==> config.mk <==
export PLATFORM = sky130hd
export DESIGN_NAME = multi_channel_accumulator
export DESIGN_NICKNAME = d
export VERILOG_FILES = /design/src/rtl/multi_channel_accumulator.sv
export SDC_FILE = /design/constraint.sdc
export NUM_CORES = 1
export LEC_CHECK = 0
export CORE_ASPECT_RATIO = 1.1
export CORE_MARGIN = 5
export CORE_UTILIZATION = 34
export CTS_CLUSTER_SIZE = 14
export DETAILED_ROUTE_END_ITERATION = 8
export GPL_TIMING_DRIVEN = 0
export SLEW_MARGIN = 5
export SYNTH_ARGS = -nofsm -noshare
export SYNTH_HDL_FRONTEND = slang
export SYNTH_SLANG_ARGS = --single-unit
==> constraint.sdc <==
create_clock -name clk -period 18.6 [get_ports clk]
set_clock_uncertainty 0.05 [all_clocks]
set_input_delay 3.72 -clock clk [delete_from_list [all_inputs] [get_ports clk]]
set_output_delay 3.72 -clock clk [all_outputs]
set_load 0.05 [all_outputs]
Figure 1. Placed standard cells.
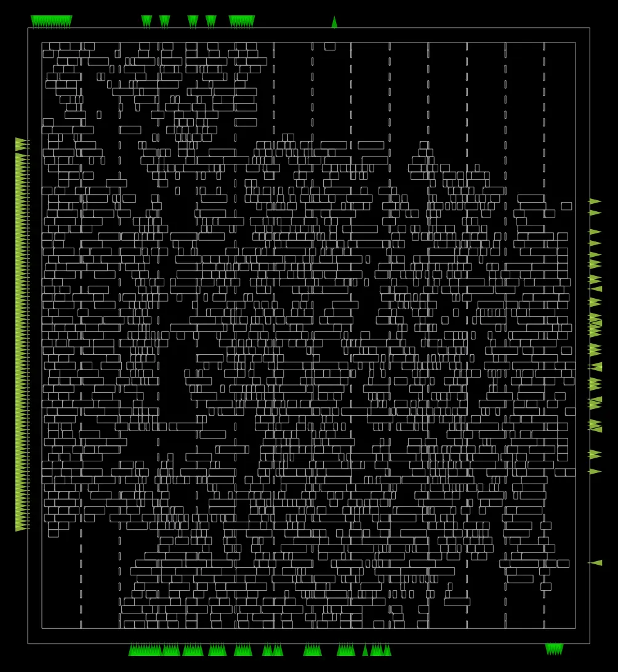
fraction of area in registers: 17.7%
Tap Cells: 513

Figure 2. Sequential cells grouped by signal name.
Other sequential cells in the stronger gray, the rest of the logic in the fainter gray.
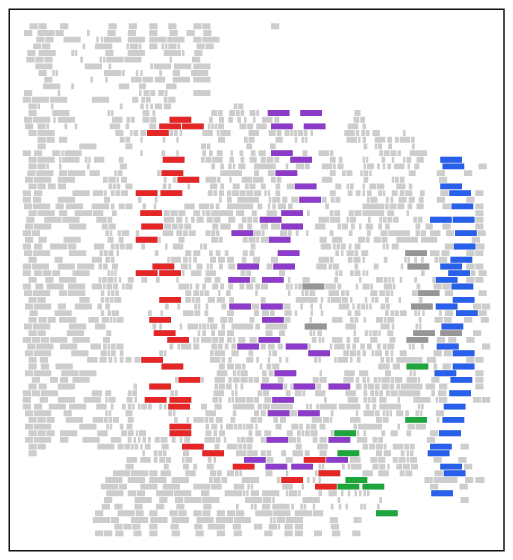
`bias_p1_q` -> green  # sequential cells 8, where south-east
`acc_q` -> purple  # sequential cells 39
`out_data` -> blue  # sequential cells 32
`sum_p1_q` -> red  # sequential cells 35
sequential power: 0.473 mW
Final Util: 43.4%
Register Area: 0.00308 mm²

Figure 3. Wiring heat map.
The bar under the picture is 50 µm long. The die is cut into 20 by 22 equal tiles; black is low, pale yellow is high, scaled to the fullest tile. Values are wire area over tile area, all layers added.
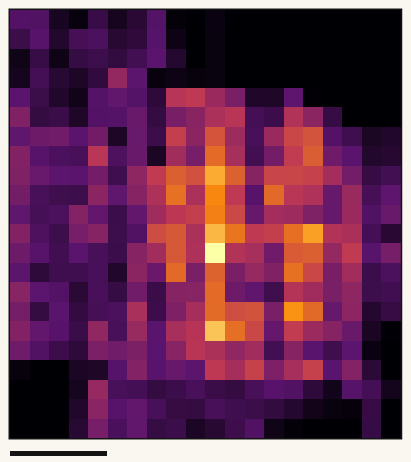
fullest tile = 0.54
mean over tiles = 0.14
emptiest ninth of the die = north-east
nearly empty tiles = 16%
tiles over half the peak = 12%
drt wl/cell: 17.0 µm
final wirelength: 38500 µm

==> summary.txt <==
impl run done, here's what came out: outcome=completed, Init Core Util=34.1%, pre-CTS setup slack=8.84 ns, comb pwr=2.73 mW, Sink Count=123, Levels on crit path=5, P_leak=7.50 nW, buffering overhead=15.4%, Non-CTS buffers=293, yosys stat area=0.0137 mm², setup tns final=0 ns, initial antenna violation count=0, Die ar.=0.0443 mm², Seq pwr share=a little over an eighth, Root Buffer=clkbuf_16, crit path kind=in -> out, cts-stage hold buffer count=0, CP Data Required Time=between 10 and 15 ns, minimum clock period=around 10 ns, M2 GR Usage=30.0%, Max Slew Vio Count=0, Max rail drop VDD=0.0888 mV, Rows=between 70 and 80, Dominant comb cell=adder cells, Adder-Cell Fraction of Synth Area=29.5%, Max transition margin=between 20% and 30%, CTS H-Tree Depth=4, Late-Pin Clk Latency=0.43 ns, io pins=243, ys cells=1475, GR Util All Layers=17.3%, nets@finish=2187, synthesized area=0.0137 mm², number of global-route vias before repair=between 10000 and 15000, Critical Path Start Type=primary input, cell depth of the worst hold path=2, Port Buffers=between 200 and 250, clock power share=around a tenth, max reg flops=39, Ys Warns=0, Worst-path clk slew=0.06 ns, Top cells by area=dfrtp_1 (23%), fa_1 (19%), ha_1 (10%), Switching Share=51.4%, Net Switching=roughly 1.8 mW, R2R depth=31, Mapped Nets=1925, Multiplexer share=0.229%, die width=201 µm, clock-net power=0.345 mW, Post-synth top flop=dfrtp_1, worst path buffer plus inverter count=4, Synth area leader=dfrtp_1, post-route cell area=around 0.017 mm², flop-to-flop setup slack=10.12 ns, RePlAce Congestion=0.882, Antenna Violating Nets Remaining=0, XOR/XNOR Area Share=5.90%, Worst-Margin Slew=1.19 ns, Top pwr grp=combinational logic, Power per Cell Area=a little over 200 mW/mm², final cell count without fillers=between 2000 and 2500, vias per std cell=around 5.2, Cell Chain, Critical Path=clkdlybuf4s50_1 > nor2b_1 > inv_2 > clkbuf_1 > clkdlybuf4s50_1, ys flops=123, leading cell types by count after synthesis=nand2_1 (138), fa_1 (132), dfrtp_1 (123), number of diodes=0, largest stage delay on the critical path=roughly 0.94 ns, flop count=123, #MultiIn Comb=between 1000 and 1500, Die Y-Extent=220 µm
Power and IR drop assume default switching activity.
